[src/rtl/vga_pkg.sv]
// Shared 640x480@60 timing constants, colour constants and game_data encoding.
// Pure definitions with no latency or backpressure.
package vga_pkg;

    localparam int H_VISIBLE = 640;
    localparam int H_FP      = 16;
    localparam int H_SYNC    = 96;
    localparam int H_BP      = 48;
    localparam int H_TOTAL   = 800;

    localparam int V_VISIBLE = 480;
    localparam int V_FP      = 10;
    localparam int V_SYNC    = 2;
    localparam int V_BP      = 33;
    localparam int V_TOTAL   = 525;

    typedef enum logic [1:0] {
        GD_BACKGROUND = 2'd0,
        GD_BODY       = 2'd1,
        GD_HEAD       = 2'd2,
        GD_FRUIT      = 2'd3
    } game_data_e;

    typedef struct packed {
        logic [3:0] r;
        logic [3:0] g;
        logic [3:0] b;
    } rgb_t;

    localparam rgb_t COL_BORDER = '{r: 4'h4, g: 4'h4, b: 4'h4};
    localparam rgb_t COL_BODY   = '{r: 4'h0, g: 4'hC, b: 4'h0};
    localparam rgb_t COL_HEAD   = '{r: 4'h0, g: 4'hF, b: 4'h0};
    localparam rgb_t COL_FRUIT  = '{r: 4'hF, g: 4'h0, b: 4'h0};

    // Blanked pixels are black whatever the graphic block is presenting.
    function automatic rgb_t colour_of(input logic vis, input logic en, input logic [1:0] gd);
        rgb_t c;
        c = '0;
        if (vis) begin
            if (!en) begin
                c = COL_BORDER;
            end else begin
                case (game_data_e'(gd))
                    GD_BODY:  c = COL_BODY;
                    GD_HEAD:  c = COL_HEAD;
                    GD_FRUIT: c = COL_FRUIT;
                    default:  c = '0;
                endcase
            end
        end
        return c;
    endfunction

endpackage

[src/rtl/vga_sync_gen_if.sv]
// Bundle between the sync generator (master) and the graphic block / display pins (slave).
// Wires only; no latency, no backpressure.
interface vga_sync_gen_if #(
    parameter int PIXEL_DISPLAY_BIT = 9
) ();
    logic [PIXEL_DISPLAY_BIT:0] X;
    logic [PIXEL_DISPLAY_BIT:0] Y;
    logic                       game_enable;
    logic [1:0]                 game_data;
    logic                       hsync;
    logic                       vsync;
    logic                       video_on;
    logic [3:0]                 vga_r;
    logic [3:0]                 vga_g;
    logic [3:0]                 vga_b;
    logic                       frame_tick;

    modport master (
        output X, Y, hsync, vsync, video_on, vga_r, vga_g, vga_b, frame_tick,
        input  game_enable, game_data
    );

    modport slave (
        input  X, Y, hsync, vsync, video_on, vga_r, vga_g, vga_b, frame_tick,
        output game_enable, game_data
    );
endinterface

[src/rtl/vga_pipe_delay.sv]
// Fixed-depth register chain with a per-stage reset value; out_dat lags in_dat by DEPTH cycles.
// pre_dat is the stage before the output (in_dat when DEPTH is 1); no backpressure.
module vga_pipe_delay #(
    parameter int               WIDTH   = 1,
    parameter int               DEPTH   = 1,
    parameter logic [WIDTH-1:0] RST_VAL = '0
) (
    input  logic             clock_25,
    input  logic             reset,
    input  logic [WIDTH-1:0] in_dat,
    output logic [WIDTH-1:0] out_dat,
    output logic [WIDTH-1:0] pre_dat
);
    logic [WIDTH-1:0] stage_q [DEPTH];
    logic [WIDTH-1:0] stage_d [DEPTH];

    always_comb begin
        stage_d[0] = in_dat;
        for (int i = 1; i < DEPTH; i++) begin
            stage_d[i] = stage_q[i-1];
        end
    end

    always_ff @(posedge clock_25) begin
        for (int i = 0; i < DEPTH; i++) begin
            stage_q[i] <= reset ? RST_VAL : stage_d[i];
        end
    end

    assign out_dat = stage_q[DEPTH-1];

    generate
        if (DEPTH == 1) begin : g_pre_in
            assign pre_dat = in_dat;
        end else begin : g_pre_chain
            assign pre_dat = stage_q[DEPTH-2];
        end
    endgenerate
endmodule

[src/rtl/vga_sync_gen.sv]
// 640x480@60 pixel/line counters; sync, video_on and colour lag X/Y by PIPE_DELAY (>= 1) cycles.
// Free-running with no backpressure; game_enable/game_data are expected PIPE_DELAY-1 cycles after X/Y.
module vga_sync_gen
    import vga_pkg::*;
#(
    parameter int PIXEL_DISPLAY_BIT = 9,
    parameter int PIPE_DELAY        = 2
) (
    input  logic           clock_25,
    input  logic           reset,
    vga_sync_gen_if.master vga
);
    localparam int CW = PIXEL_DISPLAY_BIT + 1;

    localparam logic [CW-1:0] X_LAST   = CW'(H_TOTAL - 1);
    localparam logic [CW-1:0] Y_LAST   = CW'(V_TOTAL - 1);
    localparam logic [CW-1:0] H_VIS    = CW'(H_VISIBLE);
    localparam logic [CW-1:0] V_VIS    = CW'(V_VISIBLE);
    localparam logic [CW-1:0] HS_FIRST = CW'(H_VISIBLE + H_FP);
    localparam logic [CW-1:0] HS_LAST  = CW'(H_VISIBLE + H_FP + H_SYNC - 1);
    localparam logic [CW-1:0] VS_FIRST = CW'(V_VISIBLE + V_FP);
    localparam logic [CW-1:0] VS_LAST  = CW'(V_VISIBLE + V_FP + V_SYNC - 1);
    localparam logic [CW-1:0] ONE      = CW'(1);

    // Chain bit order is {visible, hsync, vsync}; idle is blanked with both syncs high.
    localparam logic [2:0] SYNC_IDLE = 3'b011;

    logic [CW-1:0] x_q, x_d;
    logic [CW-1:0] y_q, y_d;
    logic          frame_tick_q, frame_tick_d;
    rgb_t          colour_q, colour_d;
    logic          x_wrap;
    logic [2:0]    sync_raw;
    logic [2:0]    sync_pre;
    logic [2:0]    sync_out;

    always_comb begin
        x_wrap = (x_q >= X_LAST);
        x_d    = x_wrap ? '0 : x_q + ONE;
        y_d    = y_q;
        if (x_wrap) begin
            y_d = (y_q >= Y_LAST) ? '0 : y_q + ONE;
        end
        frame_tick_d = (x_d == '0) && (y_d == '0);

        sync_raw[2] = (x_q < H_VIS) && (y_q < V_VIS);
        sync_raw[1] = !((x_q >= HS_FIRST) && (x_q <= HS_LAST));
        sync_raw[0] = !((y_q >= VS_FIRST) && (y_q <= VS_LAST));

        // The stage before the output carries the visible flag for the pixel whose
        // game_data is arriving now, so the colour lands in step with video_on.
        colour_d = colour_of(sync_pre[2], vga.game_enable, vga.game_data);
    end

    always_ff @(posedge clock_25) begin
        if (reset) begin
            x_q          <= '0;
            y_q          <= '0;
            frame_tick_q <= 1'b0;
            colour_q     <= '0;
        end else begin
            x_q          <= x_d;
            y_q          <= y_d;
            frame_tick_q <= frame_tick_d;
            colour_q     <= colour_d;
        end
    end

    vga_pipe_delay #(
        .WIDTH   (3),
        .DEPTH   (PIPE_DELAY),
        .RST_VAL (SYNC_IDLE)
    ) u_sync_dly (
        .clock_25 (clock_25),
        .reset    (reset),
        .in_dat   (sync_raw),
        .out_dat  (sync_out),
        .pre_dat  (sync_pre)
    );

    assign vga.X          = x_q;
    assign vga.Y          = y_q;
    assign vga.video_on   = sync_out[2];
    assign vga.hsync      = sync_out[1];
    assign vga.vsync      = sync_out[0];
    assign vga.vga_r      = colour_q.r;
    assign vga.vga_g      = colour_q.g;
    assign vga.vga_b      = colour_q.b;
    assign vga.frame_tick = frame_tick_q;
endmodule

[src/flat_wrapper.sv]
// flat-port wrapper written by rule: the top's interface ports become plain ports
module vga_sync_gen_flat import vga_pkg::*;
#(
    parameter int PIXEL_DISPLAY_BIT = 9,
    parameter int PIPE_DELAY        = 2
)
  (clock_25, reset, vga_X, vga_Y, vga_hsync, vga_vsync, vga_video_on, vga_vga_r, vga_vga_g, vga_vga_b, vga_frame_tick, vga_game_enable, vga_game_data);
  vga_sync_gen_if #(.PIXEL_DISPLAY_BIT(PIXEL_DISPLAY_BIT)) vga_i ();
  input  logic clock_25;
  input  logic reset;
  output wire logic [$bits(vga_i.X)-1:0] vga_X;
  output wire logic [$bits(vga_i.Y)-1:0] vga_Y;
  output wire logic [$bits(vga_i.hsync)-1:0] vga_hsync;
  output wire logic [$bits(vga_i.vsync)-1:0] vga_vsync;
  output wire logic [$bits(vga_i.video_on)-1:0] vga_video_on;
  output wire logic [$bits(vga_i.vga_r)-1:0] vga_vga_r;
  output wire logic [$bits(vga_i.vga_g)-1:0] vga_vga_g;
  output wire logic [$bits(vga_i.vga_b)-1:0] vga_vga_b;
  output wire logic [$bits(vga_i.frame_tick)-1:0] vga_frame_tick;
  input wire logic [$bits(vga_i.game_enable)-1:0] vga_game_enable;
  input wire logic [$bits(vga_i.game_data)-1:0] vga_game_data;
  assign vga_X = vga_i.X;
  assign vga_Y = vga_i.Y;
  assign vga_hsync = vga_i.hsync;
  assign vga_vsync = vga_i.vsync;
  assign vga_video_on = vga_i.video_on;
  assign vga_vga_r = vga_i.vga_r;
  assign vga_vga_g = vga_i.vga_g;
  assign vga_vga_b = vga_i.vga_b;
  assign vga_frame_tick = vga_i.frame_tick;
  assign vga_i.game_enable = vga_game_enable;
  assign vga_i.game_data = vga_game_data;
  vga_sync_gen #(.PIXEL_DISPLAY_BIT(PIXEL_DISPLAY_BIT), .PIPE_DELAY(PIPE_DELAY)) u_core (.clock_25(clock_25), .reset(reset), .vga(vga_i));
endmodule
[config.mk]
export PLATFORM = sky130hd
export DESIGN_NAME = vga_sync_gen_flat
export DESIGN_NICKNAME = d
export VERILOG_FILES = /design/src/rtl/vga_pkg.sv /design/src/rtl/vga_sync_gen_if.sv /design/src/rtl/vga_pipe_delay.sv /design/src/rtl/vga_sync_gen.sv /design/src/flat_wrapper.sv
export SDC_FILE = /design/constraint.sdc
export NUM_CORES = 1
export LEC_CHECK = 0
export CAP_MARGIN = 20
export CORE_AREA = 2 2 66 74
export DETAILED_ROUTE_END_ITERATION = 8
export DIE_AREA = 0 0 68 76
export DONT_BUFFER_PORTS = 1
export PLACE_DENSITY = 0.58
export SLEW_MARGIN = 20
export SYNTH_ARGS = -nofsm -noshare
export SYNTH_HDL_FRONTEND = slang
export SYNTH_SLANG_ARGS = --single-unit
[constraint.sdc]
create_clock -name clock_25 -period 2.4 [get_ports clock_25]
set_input_delay 0.48 -clock clock_25 [delete_from_list [all_inputs] [get_ports clock_25]]
set_output_delay 0.48 -clock clock_25 [all_outputs]
set_load 0.01 [all_outputs]
==> results.txt, run 1 <==
Purpose: to document the outcome of synthesis and place and route.

Run status
The flow ran to the end, and the final reports show no timing, DRC or antenna violations.

Drt
After detailed routing, the number of remaining DRC violations is 0. The routed wire length per instance is 14.1 um. The top routing layer in use is met4. In this run, the number of DRC markers left after iteration 0 of detailed routing was 74.

Detailed routing inserted a total of 1377 vias. Once detail routing completed, the nets flagged for antenna violations numbered 0. The count of TritonRoute iterations in the first routing pass is 4. The average vias per placed instance is 5.32.

Yosys
Yosys reports a chip area of 1720 sq um. The synthesis run shows the most used standard cells to be sky130_fd_sc_hd__dfxtp_1 (33), sky130_fd_sc_hd__nor2_1 (27), sky130_fd_sc_hd__a21oi_1 (10), sky130_fd_sc_hd__inv_1 (10). The synthesized design contains 0 enable-type register cells. After synthesis, the largest family of logic cells by area is simple AND/OR/NAND/NOR gates. The post-synthesis instance area is 1720 sq um. After synthesis, the netlist uses 48 different library cells.

In the synthesized netlist the async set-or-reset flop fraction comes to 0%. Per the Yosys statistics, synthesis produced 202 cells.

Worst setup path
The critical path endpoint has a required time of 2.61 ns. OpenSTA lists the critical path endpoint as u_core.vga.frame_tick. The longest incremental delay of any stage on the critical path is reported as 0.52 ns. The worst setup path is captured at a register. The number of cells on the worst reg-to-reg path is 7. The worst register-to-register path has a setup slack of 0.32 ns. The STA report counts the stages on the worst setup path as 7. The signal on the critical path passes through inv_1 > ha_1 > or4_1 > a21oi_1 > or3_1 > a22oi_2 > nor4_2.

The worst register-to-register path begins at u_core.vga.X[0]. The type of the worst setup path is reg2reg. The buffering stage count on the worst path with inverters included is 1. The master of the slowest instance on the critical path is sky130_fd_sc_hd__or4_1.

Placed design
The placed instances occupy a cell area of 1760 sq um. The detailed-placement wirelength estimate is 2640 um.

STA
The minimum clock period is 2.08 ns. Counting endpoints that fail hold in the final report gives 0. The period utilization is 86.8%. Summed over all failing endpoints, the final setup total negative slack is 0 ns.

Flow run
The count of maximum capacitance violations is 0. The stage logs contain a warning count of 31.

CTS
Looking at the worst setup and hold paths, the clock pins of their registers show a slew of 0.07 ns. Per the CTS log, the root buffer master is sky130_fd_sc_hd__clkbuf_8. The quantity of hold-fixing buffers added after cts is 0. The number of gates resized after cts is 0. The clock tree from TritonCTS is yes. The clock buffer count from CTS is 5.

Finish
The layout report lists the multi-input gate area as 928 sq um. Of all the cell area in the finished design, non-clock buffers hold 3.65%. The share of cell area taken by multi-input logic gates is 50.2%. Counting the inverters off the clock network in the layout gives 10. The total non-filler cell area in the finished layout is 1850 sq um.

The ratio of cells with drive above 1 in the final layout is 12.3%. Leaving out the clock tree, the finished layout contains a buffer count of 9. The number of antenna repair diodes is 0. For this run, combinational gates with multiple inputs come to 144.

Min path
The path type of the worst min-delay path is in2reg.

Floorplanning
The floorplan core density is 38.4%.

Power and ir drop
The script computed a power per unit cell area of 563 nW/um^2. In this run the static leakage power is 0.726 nW. The combinational group share of total power is 3.9%.

The cell-internal power is 0.804 mW. The sequential share of power is 55.1%.

Global route
The via count of the first global-routing pass is 1261. The first global-routing pass estimated 6000 um of wire. The initial antenna violation count is 0.
run 1: sequential cells by signal, indices dropped and copies added, names as in the netlist:
name and flops:
u_core.u_sync_dly.stage_q 6, u_core.vga.X 10, u_core.vga.Y 10, u_core.vga.frame_tick 1, u_core.vga.vga_b 1, u_core.vga.vga_g 3
u_core.vga.vga_r 2
run 1: power by group through the flow:
stage	clock, mW	combinational [mW]	sequential [mW]
2_1_floorplan	0	0.0420	0.583
3_3_place_gp	0	0.0398	0.586
3_5_place_dp	0	0.0406	0.586
4_1_cts	0.435	0.0408	0.574
5_1_grt	0.464	0.0479	0.576
6_report	0.427	0.0402	0.573
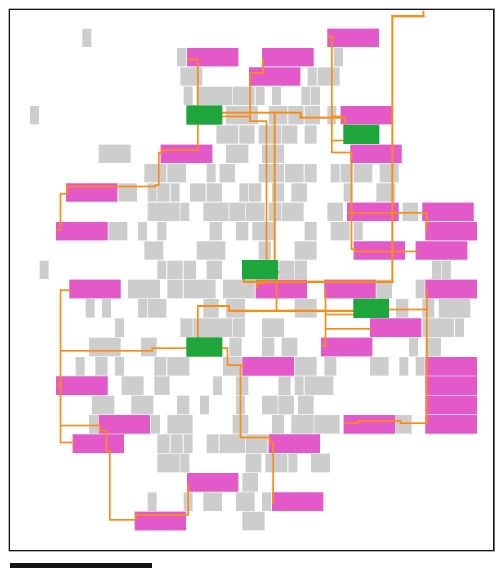
Fig. 1. Clock network drawn from the DEF (run 1).
Scale bar: 20 um.
Key: clock wires = orange [length 479 um]; clock drivers = green [count 5]; flip-flops = magenta [count 33]
Position of the flops: spread over the die.
power of the clock network: 0.427 mW
relative contribution of the clock network to total power: 41.1%
post-route clock skew: 0.00950 ns
Skew-Pair Late Insertion Delay: 0.29 ns

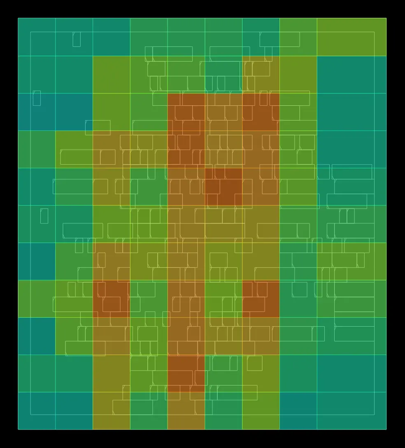
Fig. 2. Routing congestion map (run 1).
routing usage on met2: 23.7%
global-route met3 utilization: 6.50%
fraction of met1 tracks used by global routing: 18.4%

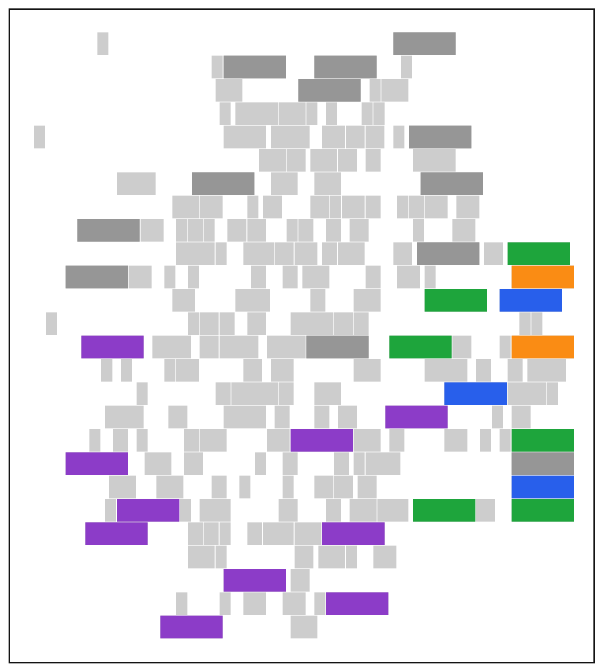
Fig. 3. Sequential cells grouped by signal name (run 1).
Other sequential cells in the stronger grey, the rest of the logic in the fainter grey.
Key: `u_core.vga.vga_r` = orange [placed flops 2]; `u_core.vga.X` = purple [placed flops 10]; `u_core.vga.vga_g` = blue [placed flops 3]; `u_core.u_sync_dly.stage_q` = green [placed flops 6]
sequential share of cell area: 35.7%
sequential power: 0.573 mW
Flop area: 661 sq um
core utilization of the finished layout: 41.2%

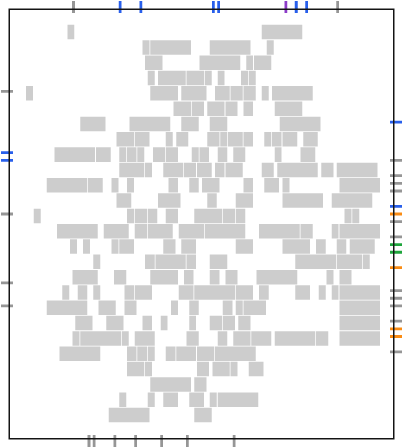
Fig. 4. Pin placement (run 1).
Pins as bars across the die edge, other pins in grey.
Key: `reset` = purple [pins 1, direction input, edge top]; `vga_game_data` = green [pins 2, direction input, edge right]; `vga_vga_g` = orange [pins 4, direction output, edge right]; `vga_Y` = blue [pins 10, direction output, edge 6 top, 2 left, 2 right]
All pins by edge: 19 right, 9 top, 7 bottom, 6 left.
count of buffers from port buffering: 0
vertical die dimension: 76 um
die outline width: 68 um

==> inputs of run 2 (changes only) <==
--- a/config.mk
+++ b/config.mk
@@ -6,11 +6,11 @@
 export NUM_CORES = 1
 export LEC_CHECK = 0
 export CAP_MARGIN = 20
-export CORE_AREA = 2 2 66 74
+export CORE_AREA = 2 2 54 61
 export DETAILED_ROUTE_END_ITERATION = 8
-export DIE_AREA = 0 0 68 76
+export DIE_AREA = 0 0 56 63
 export DONT_BUFFER_PORTS = 1
-export PLACE_DENSITY = 0.58
+export PLACE_DENSITY = 0.8
 export SLEW_MARGIN = 20
 export SYNTH_ARGS = -nofsm -noshare
 export SYNTH_HDL_FRONTEND = slang
==> run 2 against run 1 <==
Compared with the run above: cell area shrank 2.8%; final cell count is 9.3% lower; synthesized cell count unchanged; first-iteration DRC count increased by 23%; via count rose by 3.8%; sequential power barely moved; sequential share of layout area rose by 1.1 points; critical path depth is the same; critical path type unchanged; critical endpoint unchanged.
==> results.txt, run 2 <==
Purpose: to document the outcome of synthesis and place and route.

Run status
Result of the run: finished, final reports clean (unchanged).

Yosys
The most frequently used flop master after synthesis is sky130_fd_sc_hd__dfxtp_1 (unchanged). Leading post-synthesis cells by instance count: sky130_fd_sc_hd__dfxtp_1 (33), sky130_fd_sc_hd__nor2_1 (27), sky130_fd_sc_hd__a21oi_1 (10), sky130_fd_sc_hd__inv_1 (10) (unchanged). The yosys cell count is 202 (unchanged). The async set or reset register ratio after synthesis came to 0% (unchanged). The largest non-sequential cell family by area is simple AND/OR/NAND/NOR gates (unchanged). The number of enable flip-flop cells is 0 (unchanged). The number of library cell types mapped by synthesis is 48 (unchanged). The summed standard-cell area reported by yosys is 1720 sq um (unchanged).

The post-synthesis instance area is 1720 sq um (unchanged). The xor/xnor cell area share of the yosys netlist is 6.60% (unchanged).

Finish
The number of antenna repair diodes is 0 (unchanged). The total non-filler cell area in the finished layout is 1800 sq um (was 1850 sq um). The final-layout non-clock buffer area share came to 2.50% (was 3.65%). The register area was 662 sq um (was 661 sq um). The number of multi-input logic gates was 144 (unchanged). The filler cell count is 271 (was 487).

The non-clock inverter instance count of the final layout is 10 (unchanged). The share of cell area taken by multi-input logic gates was 51.6% (was 50.2%). The combinational gate area is 928 sq um (unchanged).

The number of non-clock buffers in the layout was 6 (was 9). The ratio of cells with drive above 1 in the final layout came to 12.4% (was 12.3%). The sequential share of cell area is 36.8% (was 35.7%).

CTS
The later-pin clock latency in the skew report is 0.34 ns (was 0.29 ns). The clock tree from TritonCTS is yes (unchanged). The quantity of hold-fixing buffers added after cts is 0 (unchanged). The number of gates resized after cts is 0 (unchanged). The clock-pin slew of the registers on the worst-case setup and hold paths is 0.12 ns (was 0.07 ns). The library cell used as clock root buffer is sky130_fd_sc_hd__clkbuf_4 (was sky130_fd_sc_hd__clkbuf_8). The clock buffer count from CTS is 5 (unchanged). The buffer count from post-CTS setup fixing is 0 (unchanged).

STA
The period utilization is 93.0% (was 86.8%). The worst-case max-slew headroom was logged as 66.7%. The number of hold violations in the final report is 0 (unchanged). The final setup skew was 0.0126 ns (was 0.00950 ns). The minimum clock period is 2.23 ns (was 2.08 ns).

The total negative setup slack was 0 ns (unchanged).

Power and ir drop
The largest power group is registers (unchanged). The sequential logic power was 0.574 mW (was 0.573 mW). The combinational group share of total power is 3.9% (about the same). The leakage power summed over all cells came to 0.707 nW (was 0.726 nW). The relative contribution of the clock network to total power was 40.8% (was 41.1%).

The sequential share of power was 55.3% (was 55.1%). The switching power share of the total was 23.3% (was 22.8%). The cell-internal power is 0.797 mW (was 0.804 mW). The clock network power came to 0.424 mW (was 0.427 mW).

The peak ir drop on the vdd network is 0.461 mV (was 0.193 mV). The power per cell area is 577 nW/um^2 (was 563 nW/um^2). The combinational logic power was 0.0407 mW (was 0.0402 mW).

Worst setup path
The buffering stage count on the worst path with inverters included is 0 (was 1). The critical path depth came to 7 (unchanged). The required time at the endpoint of the critical path came to 2.65 ns (was 2.61 ns). The type of the worst setup path is reg2reg (unchanged). The setup slack of the worst register-to-register path is 0.17 ns (was 0.32 ns).

The master of the slowest instance on the critical path was sky130_fd_sc_hd__dfxtp_1 (was sky130_fd_sc_hd__or4_1). The kind of end point of the critical path is a register (unchanged). Cell breakdown of the critical path: ha_1 > and4_1 > o21a_4 > nand4_1 > xor2_1 > a31oi_1 > nor4_2 (was inv_1 > ha_1 > or4_1 > a21oi_1 > or3_1 > a22oi_2 > nor4_2).

The number of cells on the worst reg-to-reg path was 7 (unchanged). The delay of the slowest cell on the worst path is 0.47 ns (was 0.52 ns). The critical register-to-register path startpoint is u_core.vga.X[1] (was u_core.vga.X[0]).

Global route
The via count of the first global-routing pass is 1356 (was 1261). The met3 track demand over resource in global routing is 7.25% (was 6.50%). The global-route track usage on met1 is 25.1% (was 18.4%). The wire length of the first global-routing pass is 6000 um (unchanged). The initial antenna violation count is 0 (unchanged).

Placed design
The detailed-placement wirelength estimate was 2610 um (was 2640 um). The count of input and output buffers is 0 (unchanged). The post-placement cell area is 1710 sq um (was 1760 sq um).

Drt
The count of nets left with antenna violations after detail routing is 0 (unchanged). The violation tally from detailed-route iteration zero is 91 (was 74). The top routing layer in use is met4 (unchanged). The average vias per placed instance is 6.09 (was 5.32). The count of TritonRoute iterations in the first routing pass is 4 (unchanged). The remaining design rule violation count is 0 (unchanged).

Floorplanning
The floorplan core density is 58.6% (was 38.4%). The total number of placement rows is 21 (was 26). The floorplan core area came to 2940 sq um (was 4490 sq um).

Flow run
The count of maximum capacitance violations came to 0 (unchanged). The stage-log warning count is 31 (unchanged).

Min path
The path type of the worst min-delay path is in2reg (unchanged). The endpoint with the worst hold slack is u_core.vga.X[8] (unchanged).
==> run 2: cell count changes in the layout (fill, tap and decap cells not counted), sizes merged <==
cell and change:
clkinv +1, buf -3, clkbuf -2, bufinv +1, clkinvlp +1
==> run 2: worst max-delay path by stage <==
stage / slack, ns / end / from
global placement: 0.31 / u_core.vga.frame_tick / u_core.vga.X[0]
finish: 0.17 / u_core.vga.frame_tick / u_core.vga.X[1]
CTS: 0.15 / u_core.vga.frame_tick / u_core.vga.X[0]
detailed placement: 0.19 / u_core.vga.frame_tick / u_core.vga.X[0]
global route: 0.002 / u_core.vga.frame_tick / u_core.vga.X[1]
floorplan: 0.39 / u_core.vga.frame_tick / u_core.vga.X[0]
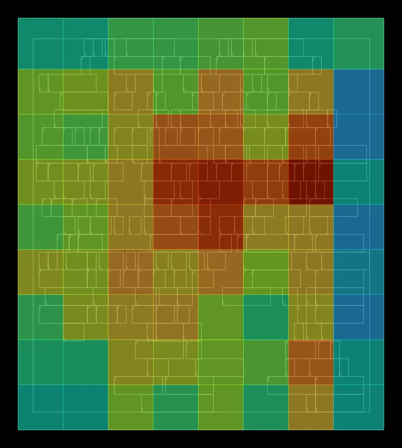
Fig. 5. Routing congestion map (run 2).
core utilization of the finished layout: 61.1%
global routing's busiest layer: met2
routing usage on met2: 33.8%

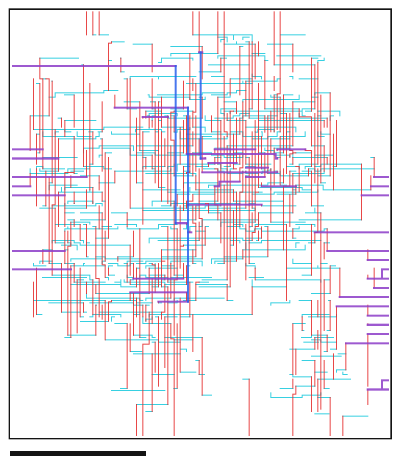
Fig. 6. Metal layers overlaid (run 2).
Scale bar: 20 um.
Key: metal 1 = cyan [wire length 1500 um]; metal 4 = blue [wire length 67.3 um]; metal 2 = red [wire length 1750 um]; metal 3 = purple [wire length 249 um]
routed wirelength normalized by instance count: 15.2 um
Via Count: 1430
GRT Resource Usage Total: 21.0%

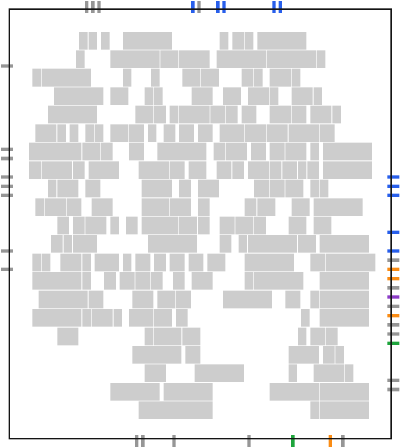
Fig. 7. Pin placement (run 2).
Pins as bars across the die edge, other pins in grey.
Key: `vga_Y` = blue [pins 10, direction output, edge 5 top, 5 right]; `reset` = purple [pins 1, direction input, edge right]; `vga_vga_g` = orange [pins 4, direction output, edge 3 right, 1 bottom]; `vga_game_data` = green [pins 2, direction input, edge 1 right, 1 bottom]
vertical die dimension: 63 um
die outline width: 56 um

Power and IR drop assume default switching activity.
